==> src/rtl/bus_arbiter_rr_if.sv <==
// Request/grant bundle shared by the bus arbiter and the masters it serves.
// Latency: none, wiring only.
// Backpressure: none; masters hold DMA high until granted, and BUS_req/BUS_ready stretch a grant.
//
// Ports carried:
//   DMA       per-channel bus request (masters -> arbiter)
//   BUS_req   slave request driven by the owning master
//   BUS_ready slave completion strobe for the current transfer
//   grant     one-hot bus grant, zero when nobody owns the bus
//   owner     index of the current or last owner
//   bus_busy  high while a grant is active
//   preempt   one-cycle pulse when a grant is withdrawn by timeout
interface bus_arbiter_rr_if #(
    parameter int N_CH = 8
);
    localparam int IDX_W = $clog2(N_CH);

    logic [N_CH-1:0]  DMA;
    logic             BUS_req;
    logic             BUS_ready;
    logic [N_CH-1:0]  grant;
    logic [IDX_W-1:0] owner;
    logic             bus_busy;
    logic             preempt;

    // Arbiter side.
    modport master (
        input  DMA, BUS_req, BUS_ready,
        output grant, owner, bus_busy, preempt
    );

    // Requesting masters / bus side.
    modport slave (
        output DMA, BUS_req, BUS_ready,
        input  grant, owner, bus_busy, preempt
    );
endinterface

==> src/rtl/bus_arbiter_rr.sv <==
// Shared-bus arbiter: round-robin or fixed priority, bounded hold with preemption, one dead cycle between owners.
// Latency: grant one cycle after a request is sampled in IDLE; one HANDOVER cycle between successive owners.
// Backpressure: an in-flight transfer (BUS_req & ~BUS_ready) holds the current grant until BUS_ready.
//
// Ports:
//   clk  system clock, rising edge
//   clr  asynchronous active-high reset; clears grant immediately
//   bus  bus_arbiter_rr_if.master (DMA, BUS_req, BUS_ready in; grant, owner, bus_busy, preempt out)
module bus_arbiter_rr #(
    parameter int N_CH     = 8,
    parameter int RR_MODE  = 1,
    parameter int MAX_HOLD = 16
) (
    input  logic              clk,
    input  logic              clr,
    bus_arbiter_rr_if.master  bus
);
    localparam int IDX_W  = $clog2(N_CH);
    localparam int HOLD_W = (MAX_HOLD > 0) ? $clog2(MAX_HOLD + 1) : 1;

    typedef enum logic [1:0] {
        IDLE     = 2'd0,
        GRANT    = 2'd1,
        HANDOVER = 2'd2
    } state_t;

    state_t              state;
    logic [N_CH-1:0]     grant_q;
    logic [IDX_W-1:0]    owner_q;
    logic [IDX_W-1:0]    last_owner;
    logic [HOLD_W-1:0]   hold;
    logic                busy_q;
    logic                preempt_q;

    logic [IDX_W-1:0]    winner;
    logic [IDX_W-1:0]    idx;
    logic                any_req;
    logic                owner_req;
    logic                others_req;
    logic                inflight;
    logic [HOLD_W-1:0]   hold_nxt;
    logic                hold_done;

    // Winner search. Loops run from the lowest priority candidate to the
    // highest so the last hit is the winner.
    always_comb begin
        winner = '0;
        idx    = '0;
        if (RR_MODE != 0) begin
            for (int i = N_CH; i >= 1; i--) begin
                idx = IDX_W'((int'(last_owner) + i) % N_CH);
                if (bus.DMA[idx]) begin
                    winner = idx;
                end
            end
        end else begin
            for (int i = N_CH - 1; i >= 0; i--) begin
                if (bus.DMA[i]) begin
                    winner = IDX_W'(i);
                end
            end
        end
    end

    assign any_req    = |bus.DMA;
    // In GRANT, grant_q is the one-hot of the owner, so it doubles as a mask.
    assign owner_req  = |(bus.DMA & grant_q);
    assign others_req = |(bus.DMA & ~grant_q);
    assign inflight   = bus.BUS_req & ~bus.BUS_ready;

    // A grant cycle is counted as it completes, so an owner sees exactly
    // MAX_HOLD cycles of grant before the preempting edge.
    assign hold_nxt  = (hold == HOLD_W'(MAX_HOLD)) ? hold : hold + 1'b1;
    assign hold_done = (MAX_HOLD != 0) && (hold_nxt >= HOLD_W'(MAX_HOLD));

    always_ff @(posedge clk or posedge clr) begin
        if (clr) begin
            state      <= IDLE;
            grant_q    <= '0;
            owner_q    <= '0;
            last_owner <= IDX_W'(N_CH - 1);
            hold       <= '0;
            busy_q     <= 1'b0;
            preempt_q  <= 1'b0;
        end else begin
            preempt_q <= 1'b0;
            case (state)
                GRANT: begin
                    if (!inflight && !owner_req) begin
                        state   <= HANDOVER;
                        grant_q <= '0;
                        busy_q  <= 1'b0;
                    end else if (!inflight && hold_done && others_req) begin
                        state     <= HANDOVER;
                        grant_q   <= '0;
                        busy_q    <= 1'b0;
                        preempt_q <= 1'b1;
                    end else begin
                        hold <= hold_nxt;
                    end
                end
                default: begin
                    // IDLE and HANDOVER both start a new grant when anyone asks;
                    // HANDOVER otherwise falls back to IDLE.
                    if (any_req) begin
                        state      <= GRANT;
                        grant_q    <= {{(N_CH-1){1'b0}}, 1'b1} << winner;
                        owner_q    <= winner;
                        last_owner <= winner;
                        hold       <= '0;
                        busy_q     <= 1'b1;
                    end else begin
                        state <= IDLE;
                    end
                end
            endcase
        end
    end

    assign bus.grant    = grant_q;
    assign bus.owner    = owner_q;
    assign bus.bus_busy = busy_q;
    assign bus.preempt  = preempt_q;
endmodule
==> src/flat_wrapper.sv <==
// flat-port wrapper written by rule: the top's interface ports become plain ports
module bus_arbiter_rr_flat 
#(
    parameter int N_CH     = 8,
    parameter int RR_MODE  = 1,
    parameter int MAX_HOLD = 16
)
  (clk, clr, bus_DMA, bus_BUS_req, bus_BUS_ready, bus_grant, bus_owner, bus_bus_busy, bus_preempt);
  bus_arbiter_rr_if #(.N_CH(N_CH)) bus_i ();
  input  logic clk;
  input  logic clr;
  input wire logic [$bits(bus_i.DMA)-1:0] bus_DMA;
  input wire logic [$bits(bus_i.BUS_req)-1:0] bus_BUS_req;
  input wire logic [$bits(bus_i.BUS_ready)-1:0] bus_BUS_ready;
  output wire logic [$bits(bus_i.grant)-1:0] bus_grant;
  output wire logic [$bits(bus_i.owner)-1:0] bus_owner;
  output wire logic [$bits(bus_i.bus_busy)-1:0] bus_bus_busy;
  output wire logic [$bits(bus_i.preempt)-1:0] bus_preempt;
  assign bus_i.DMA = bus_DMA;
  assign bus_i.BUS_req = bus_BUS_req;
  assign bus_i.BUS_ready = bus_BUS_ready;
  assign bus_grant = bus_i.grant;
  assign bus_owner = bus_i.owner;
  assign bus_bus_busy = bus_i.bus_busy;
  assign bus_preempt = bus_i.preempt;
  bus_arbiter_rr #(.N_CH(N_CH), .RR_MODE(RR_MODE), .MAX_HOLD(MAX_HOLD)) u_core (.clk(clk), .clr(clr), .bus(bus_i));
endmodule
==> config.mk <==
export PLATFORM = sky130hd
export DESIGN_NAME = bus_arbiter_rr_flat
export DESIGN_NICKNAME = d
export VERILOG_FILES = /design/src/rtl/bus_arbiter_rr_if.sv /design/src/rtl/bus_arbiter_rr.sv /design/src/flat_wrapper.sv
export SDC_FILE = /design/constraint.sdc
export NUM_CORES = 1
export LEC_CHECK = 0
export ABC_AREA = 1
export ABC_CLOCK_PERIOD_IN_PS = 6700
export CELL_PAD_IN_SITES_DETAIL_PLACEMENT = 0
export CELL_PAD_IN_SITES_GLOBAL_PLACEMENT = 1
export CORE_AREA = 2 2 70 72
export CTS_CLUSTER_SIZE = 20
export DETAILED_ROUTE_END_ITERATION = 12
export DIE_AREA = 0 0 72 74
export PLACE_DENSITY_LB_ADDON = 0.1
export SYNTH_ARGS = -nofsm -noshare
export SYNTH_HDL_FRONTEND = slang
export SYNTH_SLANG_ARGS = --single-unit
==> constraint.sdc <==
create_clock -name clk -period 6.7 [get_ports clk]
set_input_delay 1.34 -clock clk [delete_from_list [all_inputs] [get_ports clk]]
set_output_delay 1.34 -clock clk [all_outputs]
set_load 0.01 [all_outputs]
==> qor.csv <==
metric,value,unit
status,finished clean,
Worst Setup Path Type,primary input to flip-flop,
CP top delay family,simple AND/OR/NAND/NOR gates,
most frequent cells after synthesis,"nand2_1 (86), nand3_1 (36), inv_1 (33)",
GPL Wtd Cong,0.814,
pre-CTS setup slack,3340,ps
final hold viol count,0,
"top cells, area","dfrtp_1 (27%), nand2_1 (17%), nand3_1 (9.7%)",
"Seq share, synth",31.2,%
fp util,40.4,%
core region area,4600,um2
XOR/XNOR Area Share,2.36,%
Main logic family,simple AND/OR/NAND/NOR gates,
async set-or-reset flop fraction in the synthesized netlist,100,%
"Req. time, crit path",6900,ps
yosys stat area,1860,um2
DR vias/cell,4.90,
DRC viols,0,
total die size,5330,um2
Synth flops,23,
first-pass GRT wire length,7.58,mm
"Max FO, Critical Path",9,
total of warnings raised by yosys,0,
post-CTS setup buffer count,0,
Root Buffer,clkbuf_8,
==> cell type report <==
type,instances,share of cell area (%)
timing repair buffer,24,11.1
clock buffer,4,2.08
sequential,23,26.8
multi-input combinational,203,49.7
inverter,41,7.23
tap,54,3.12
==> worst reg2reg max path, stage by stage, from the launching register on <==
cell	delay, ps
dfstp_2	710
inv_2	160
ha_1	400
inv_1	270
nand3_1	180
nand3_2	110
nand2_2	90
inv_2	70
nand2_1	40
nand2_1	50
nand2_1	40
nand2_1	50
nand2_1	50
nand2_1	60
nand2_2	60
nand2_4	100
inv_2	60
nand3_1	90
nand2_1	60
==> metrics by stage <==
step,area [um2]
floorplan,1860
global placement,2120
detailed placement,2120
CTS,2160
global route,2160
finish,2160
==> cells in the final DEF, fill, tap and decap left out <==
cell,instances
nand2_1,86
nand3_1,36
inv_1,33
clkdlybuf4s50_1,24
dfrtp_1,20
nor2_1,15
nand2_2,13
nand3_2,11
inv_2,7
a21oi_1,7
xor2_1,4
nand2_4,4
o21ai_0,4
ha_1,4
a21oi_2,3
o22ai_1,3
o21ai_1,3
clkbuf_8,3
dfstp_2,3
nor3_1,2
xnor2_1,1
inv_4,1
nor4_1,1
o21ai_2,1
a221oi_1,1
nand4_1,1
a31oi_1,1
o211ai_1,1
a21oi_4,1
clkbuf_1,1
==> layer usage <==
metal / routed length, um / vias up
met5: 0 / -
met4: 11 / 0
met3: 250 / 3
met2: 1960 / 39
met1: 2360 / 754
li1: - / 913
==> flip-flops by register name, indices dropped and copies added, names as in the netlist <==
register	count
u_core.bus.owner	3
u_core.last_owner	3
u_core.state	2
u_core.bus.preempt	1
u_core.hold	5
u_core.bus.grant	8
u_core.bus.bus_busy	1
==> worst max path at each step <==
stage          startpoint        endpoint  slack (ps)  cells past startpoint
6_report       bus_DMA[3]  u_core.hold[0]        3610                      9
4_1_cts        bus_DMA[3]  u_core.hold[0]        3610                      9
5_1_grt        bus_DMA[4]  u_core.hold[0]        3410                      9
3_5_place_dp   bus_DMA[3]  u_core.hold[0]        3340                      9
2_1_floorplan  bus_DMA[1]  u_core.hold[0]        4180                      8
3_3_place_gp   bus_DMA[3]  u_core.hold[0]        3270                      9
==> cells by family after synthesis <==
logic type | Yosys count
simple gates | 169
buf+inv | 45
compound gates | 25
flops | 23
xor+xnor | 5
fa+ha+maj | 4
### Port wiring

Bar = 20 um.
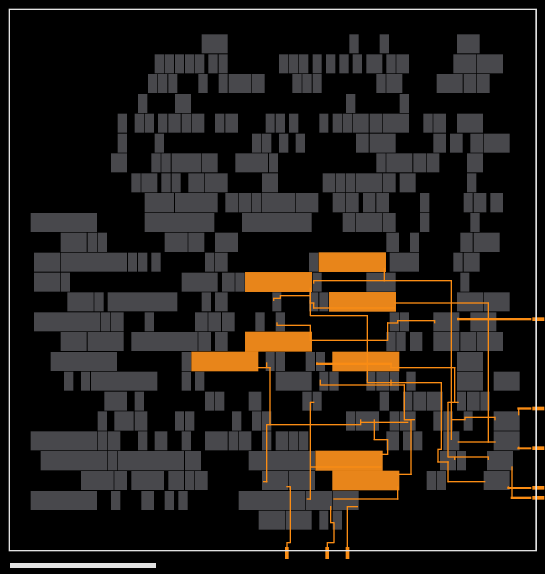
Key: bus_grant = orange [direction output, edge 5 right, 3 bottom, end cells 8, buffers 8, wire 380 um]

### Clock wiring as the flow saved it

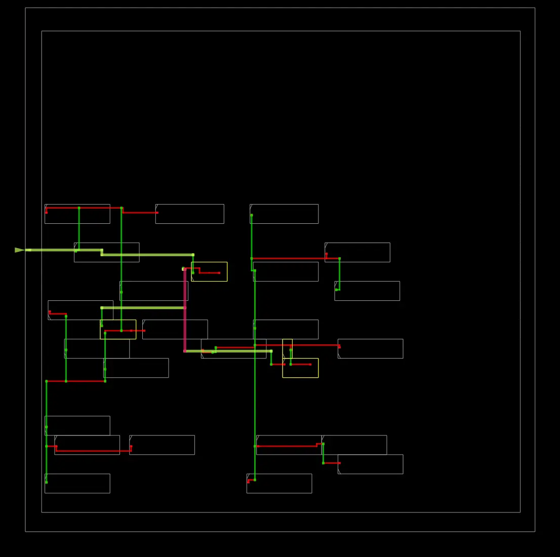
clkbuf count: 4
TritonCTS buffer count: 3

### Register map, names as in the netlist

Bar = 20 um.
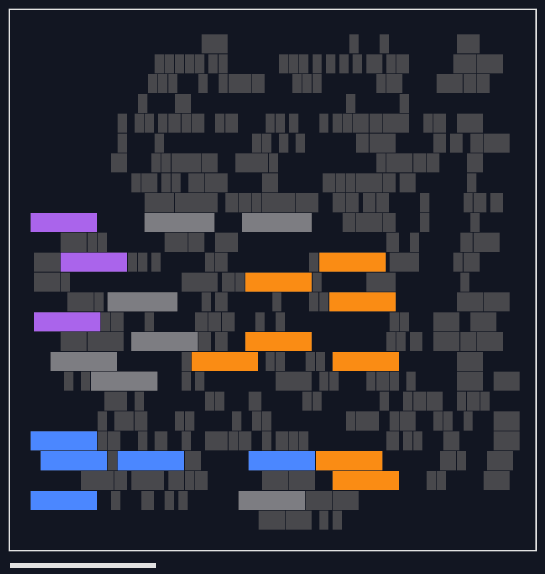
Key: u_core.hold = blue [placed flops 5, where lower left]; u_core.bus.owner = purple [placed flops 3]; u_core.bus.grant = orange [placed flops 8]
Another 7 sequential cells are not colored.
Flop area: 579 um2
Layout Utilization: 47.0%

